--- src/rtl/debounce_3inputs.sv ---
// debounce_3inputs
//   Synchronizes and debounces three raw asynchronous button/switch inputs.
//   Each channel has a two-flop synchronizer, a stability counter and a
//   two-state IDLE/COUNTING machine. A channel's output adopts a new level
//   only after the synchronized input has held it for STABLE_CYCLES clocks.
//   The debounced levels feed a downstream three-input AND stage.
//
// Parameters
//   STABLE_CYCLES : consecutive samples a new level must persist (1..255)
//   CNT_W         : stability counter width, 2**CNT_W > STABLE_CYCLES
//
// Ports
//   clk      : clock, all state updates on the rising edge
//   rst      : synchronous active-high reset
//   btn_w/x/y: raw asynchronous inputs
//   w/x/y    : registered debounced levels
//   changed  : registered one-cycle pulse when any of w/x/y updated
module debounce_3inputs #(
    parameter int unsigned STABLE_CYCLES = 4,
    parameter int unsigned CNT_W         = 8
) (
    input  logic clk,
    input  logic rst,
    input  logic btn_w,
    input  logic btn_x,
    input  logic btn_y,
    output logic w,
    output logic x,
    output logic y,
    output logic changed
);

    typedef enum logic {
        IDLE     = 1'b0,
        COUNTING = 1'b1
    } state_t;

    localparam logic [CNT_W-1:0] CNT_LAST = CNT_W'(STABLE_CYCLES - 1);

    logic [2:0]       btn;
    logic [2:0]       s1_q,  s1_d;
    logic [2:0]       s2_q,  s2_d;
    logic [2:0]       out_q, out_d;
    logic             changed_q, changed_d;
    logic [CNT_W-1:0] cnt_q   [3];
    logic [CNT_W-1:0] cnt_d   [3];
    state_t           state_q [3];
    state_t           state_d [3];

    assign btn = {btn_y, btn_x, btn_w};

    always_ff @(posedge clk) begin
        if (rst) begin
            s1_q      <= '0;
            s2_q      <= '0;
            out_q     <= '0;
            changed_q <= 1'b0;
            for (int unsigned i = 0; i < 3; i++) begin
                cnt_q[i]   <= '0;
                state_q[i] <= IDLE;
            end
        end else begin
            s1_q      <= s1_d;
            s2_q      <= s2_d;
            out_q     <= out_d;
            changed_q <= changed_d;
            for (int unsigned i = 0; i < 3; i++) begin
                cnt_q[i]   <= cnt_d[i];
                state_q[i] <= state_d[i];
            end
        end
    end

    // state_q always equals (s2_q != out_q): the next state is derived from
    // the value s2 will take (s1_q) against the output being registered on
    // the same edge, so the machine never lags the comparison it encodes.
    always_comb begin
        s1_d  = btn;
        s2_d  = s1_q;
        out_d = out_q;
        for (int unsigned i = 0; i < 3; i++) begin
            cnt_d[i]   = cnt_q[i];
            state_d[i] = state_q[i];
        end

        for (int unsigned i = 0; i < 3; i++) begin
            case (state_q[i])
                IDLE: begin
                    cnt_d[i] = '0;
                end
                COUNTING: begin
                    if (cnt_q[i] == CNT_LAST) begin
                        out_d[i] = s2_q[i];
                        cnt_d[i] = '0;
                    end else begin
                        cnt_d[i] = cnt_q[i] + CNT_W'(1);
                    end
                end
                default: begin
                    cnt_d[i] = '0;
                end
            endcase
            // A return of s2 to out drops back to IDLE and the count restarts.
            state_d[i] = (s1_q[i] != out_d[i]) ? COUNTING : IDLE;
        end

        changed_d = |(out_d ^ out_q);
    end

    assign w       = out_q[0];
    assign x       = out_q[1];
    assign y       = out_q[2];
    assign changed = changed_q;

endmodule

--- config.mk ---
export PLATFORM = sky130hd
export DESIGN_NAME = debounce_3inputs
export DESIGN_NICKNAME = d
export VERILOG_FILES = /design/src/rtl/debounce_3inputs.sv
export SDC_FILE = /design/constraint.sdc
export NUM_CORES = 1
export LEC_CHECK = 0
export CAP_MARGIN = 10
export CORE_MARGIN = 2
export CORE_UTILIZATION = 55
export CTS_BUF_LIST = sky130_fd_sc_hd__clkbuf_8
export CTS_CLUSTER_SIZE = 30
export DETAILED_ROUTE_END_ITERATION = 16
export PLACE_DENSITY = 0.82
export SLEW_MARGIN = 20
export SYNTH_ARGS = -nofsm -noshare
export SYNTH_HDL_FRONTEND = slang
export SYNTH_SLANG_ARGS = --single-unit
--- constraint.sdc ---
create_clock -name clk -period 1.96 [get_ports clk]
set_clock_uncertainty 0.15 [all_clocks]
set_input_delay 0.196 -clock clk [delete_from_list [all_inputs] [get_ports clk]]
set_output_delay 0.196 -clock clk [all_outputs]
set_load 0.01 [all_outputs]
==> writeup.txt <==
The flow ran to the end, and the final reports show no timing, DRC or antenna violations. The post-synthesis adder-cell area fraction is 2.21%, and the worst-case vdd ir drop is 0.478 mV. Across all setup checks in the final design, the least slack found is 114 ps.

Post-synthesis area per instance: 9.22 um2. Per the detail_route report, DRC violations left total 0. The initial utilization of the core area, before any placement, comes to 56.5%.

The combinational family with the most area after synthesis was simple AND/OR/NAND/NOR gates. The initialized floorplan defines 20 standard-cell rows. The endpoint of the worst hold path is reported as s1_q[0]$_SDFF_PP0_. Following the worst setup path forward leads to its endpoint at cnt_q[0][4]$_SDFF_PP0_.

Grouping stages by cell kind, the critical path spends the most delay in simple AND/OR/NAND/NOR gates. Beginning of the worst hold path: btn_w. Per the final report, max-transition violations number 0. Total global routing overflow: 0. TritonCTS built the clock tree.

The number of gates resized after cts was 0. For the number of antenna violations at the first check in global routing, the log shows 0. The global routing report lists met1 layer usage as 23.8%. The share of the core filled with cells in the final layout is 65.5%.

The critical path goes through ha_1 > or4b_4 > o41ai_4 > nor2_1. Summed over the clock group, the power is 0.000689 W. The run gives 58.7% for the tightest slew margin relative to the limit.

The final hold violation count recorded for this run is 0. The number of placed instances with taps included came out at 225. Number of flip-flops under the largest register name: 24.

With the average detailed-routed wire length per instance at 14.8 um, the xor-xnor portion of the synthesized cell area is 6.19%. The class of the most critical setup path is reg2reg. The count of pins on the block boundary was 9; the via-per-instance ratio was 6.06.

With the number of hold buffers added after CTS at 0, the worst path required time is 1970 ps. The instance count along the most critical hold path works out to 2. The clock period minus worst slack came out at 1850 ps.

Net total in the final layout: 207. The final antenna diode tally reported by the flow is 0. The switching component of the power was reported as 0.000309 W. The global routing's busiest layer was met2.

The number of clock buffers added by TritonCTS is 5. The first global-routing pass estimated 5620 um of wire. The post-placement cell area was 1840 um2. The worst-path cell with the longest stage delay is or4b_4. The share of the Yosys chip area taken by registers is 43.7%.

The count of instantiated cells in the yosys netlist came out at 184. Global routing consumed, on the met2 layer, 35.5% of the routing resources. The critical path runs through a total of 4 cells. Summing the areas of all and, or, nand and nor instances in the mapped netlist gives 30.4% of the synthesized area.

The number of logged tool warnings came out at 26. After detailed routing, the met3 layer carries 147 um of wire. The HPWL after detailed placement was 2390 um. The routed layout has 1,412 vias. The worst path buffer plus inverter count was 0. Final hold analysis gives a worst-case slack of 308 ps. The total length of routed wires was 3450 um; the clock share of power was 45.6%.

The overall power was 0.00151 W. The cell count after synthesis is 184. Data arrival time of the critical path: 1860 ps. The slew at the pin closest to its max-slew limit came out at 611 ps. The root buffer selected by CTS is clkbuf_8.

After clock tree synthesis, the setup repair step added 0 buffers. Proportion of power drawn by combinational gates: 3.3%. In the final layout, the share of cells above drive strength 1 is 10.5%. The share of the clock period used by the worst path works out to 94.2%. The net switching share of the total power is 20.4%, and the global-route total usage across every layer is 21.1%.

The worst register-to-register path begins at cnt_q[0][1]$_SDFF_PP0_. The number of flip-flops and latches in the synthesized netlist is 37. Summing all non-filler instances in the final layout gives an area of 1970 um2. The group that draws the most power in this run is sequential cells. With the number of optimization iterations in the first detailed-route pass at 4, the relative contribution of sequential cells to total power is 51.1%.

For the worst reg-to-reg path, the endpoint reported by OpenROAD is cnt_q[0][4]$_SDFF_PP0_. The run gives 0 for the max-capacitance violation count. In the final layout, the fill cell count is 250. The detailed router put a total of 1530 um of wire on met1. Input and output buffers added on the ports amount to 8. The final layout reports a setup TNS of 0 ps.

The via count of the first global-routing pass is 1,376. The mux contribution to synthesized area came out at 0%. Once layout is complete, the cells apart from fillers number 233.

The sequential power reported by the tool is 0.000772 W. The vertical die dimension is 59.5 um. The highest net fanout along the worst path was 8.

For this run, global-route usage on met3 was measured as 6.99%. The tools report the post-synthesis instance area as 1700 um2. The run gives 26 as the maximum number of pins on one net before global-route repair.

In the layout the commonest cells are dfxtp_1, nor2_1, nand3_1, a21oi_1, o21ai_0. The number of different library cells used by synthesis comes to 34. The area growth from synthesis to layout is 15.9%. For the count of clock tree sinks, the log shows 37. In this run the register-to-register setup slack is 110 ps. The synthesized netlist devotes 14.1% of its cell area to compound gates.

Looking at the clock tree report, the H-tree level count equals 2. For the core area, the log shows 3000 um2. With the insertion delay at the late pin of the worst-skew pair at 290 ps, the cell leakage power is 0.631 nW. Per the summary, power density relative to cell area is 769 nW/um2. In this run the deepest clock path goes through 2 buffers. The worst setup path is captured at a register.

Routed signal wires occupy layers up through met4. The critical path's largest stage delay is 490 ps. The library cell used most frequently in the layout, excluding fill and tap cells, is dfxtp_1. The total of endpoints with negative setup slack in the final report is 0, and the power dissipated in combinational cells is 0.0000504 W.

The tools report the Yosys warning count as 0. For the yosys stat chip area, the log shows 1700 um2. The type recorded for the worst min-delay path is in2reg. The final weighted congestion of routability-driven global placement is 0.818.

Static timing analysis puts the maximum clock frequency at 542 MHz. The number of antenna-violating nets in the routed design is 0. For the synthesized netlist net count, the log shows 192.

STA classifies the critical path startpoint as a register. Number of DRC markers in iteration 0: 90. The floorplan die area came out at 3550 um2.
==> area by class of cell <==
class | count | area (um2) | share of cell area (%)
inverter | 6 | 22.5 | 1.15
clock inverter | 2 | 37.5 | 1.91
clock buffer | 6 | 82.6 | 4.20
multi-input combinational | 135 | 903 | 46.0
sequential | 37 | 741 | 37.7
timing repair buffer | 14 | 138 | 7.00
tap | 33 | 41.3 | 2.10
==> synth_stat cells <==
| cell | n | area share, % |
|---|---|---|
| o41ai_4 | 2 | 3.2 |
| or4b_2 | 2 | 1.2 |
| clkbuf_1 | 2 | 0.44 |
| a311o_1 | 1 | 0.59 |
| nand4_1 | 5 | 1.8 |
| inv_1 | 6 | 1.3 |
| buf_2 | 2 | 0.59 |
| or3_1 | 8 | 2.9 |
| o22ai_1 | 3 | 1.1 |
| o211ai_1 | 2 | 0.88 |
| o21ai_0 | 11 | 3.2 |
| o31ai_1 | 1 | 0.44 |
| nor4b_1 | 4 | 2.1 |
| buf_4 | 1 | 0.44 |
| or4bb_1 | 1 | 0.66 |
| xor2_1 | 7 | 3.6 |
| nor3_1 | 2 | 0.59 |
| nand2_1 | 7 | 1.5 |
| nor2b_1 | 8 | 2.9 |
| nor3b_1 | 10 | 4.4 |
| a21oi_1 | 12 | 3.5 |
| nand3_1 | 15 | 4.4 |
| nor2_1 | 16 | 3.5 |
| nor4bb_1 | 1 | 0.59 |
| and2_1 | 1 | 0.37 |
| or4b_4 | 2 | 1.6 |
| buf_6 | 1 | 0.66 |
| ha_1 | 3 | 2.2 |
| o311ai_0 | 2 | 1.0 |
| xnor2_1 | 5 | 2.6 |
| or4_1 | 2 | 0.88 |
| nor4_1 | 1 | 0.37 |
| nand2b_1 | 1 | 0.37 |
| dfxtp_1 | 37 | 44 |
Figure 1. Metal 2.
Drawn at 6 px/um. Cells faint in the background.
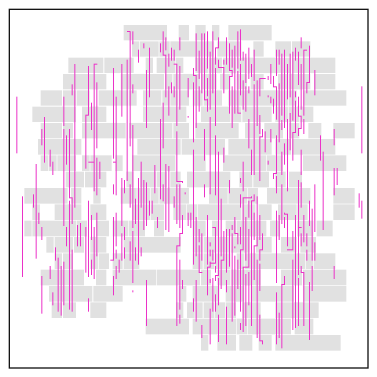
- nets with wire on the layer: 181
- main direction: vertical
- wire length on this layer: 1,730 um

Figure 2. Zoomed window.
Window x 35 to 55, y 35 to 55 um. Cells in grey, sequential cells in the stronger grey; small squares are vias.
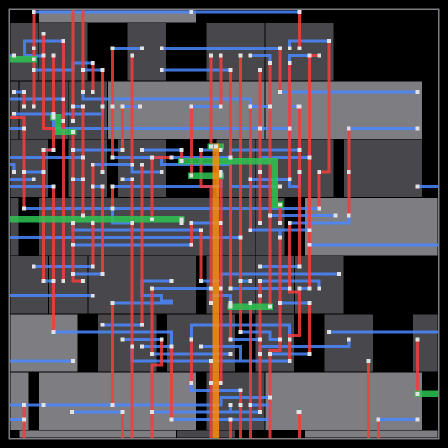
- orange: M4
- green: M3
- red: M2
- blue: M1
- most frequent: dfxtp_1 (5), o21ai_0 (3), a21oi_1 (3)
- sequential cells in the window: 5
- netlist names of flops here include: s2_q (2)
- cells with their middle in the window: 30

No activity file was given, so power comes from the tool's default toggle rates.
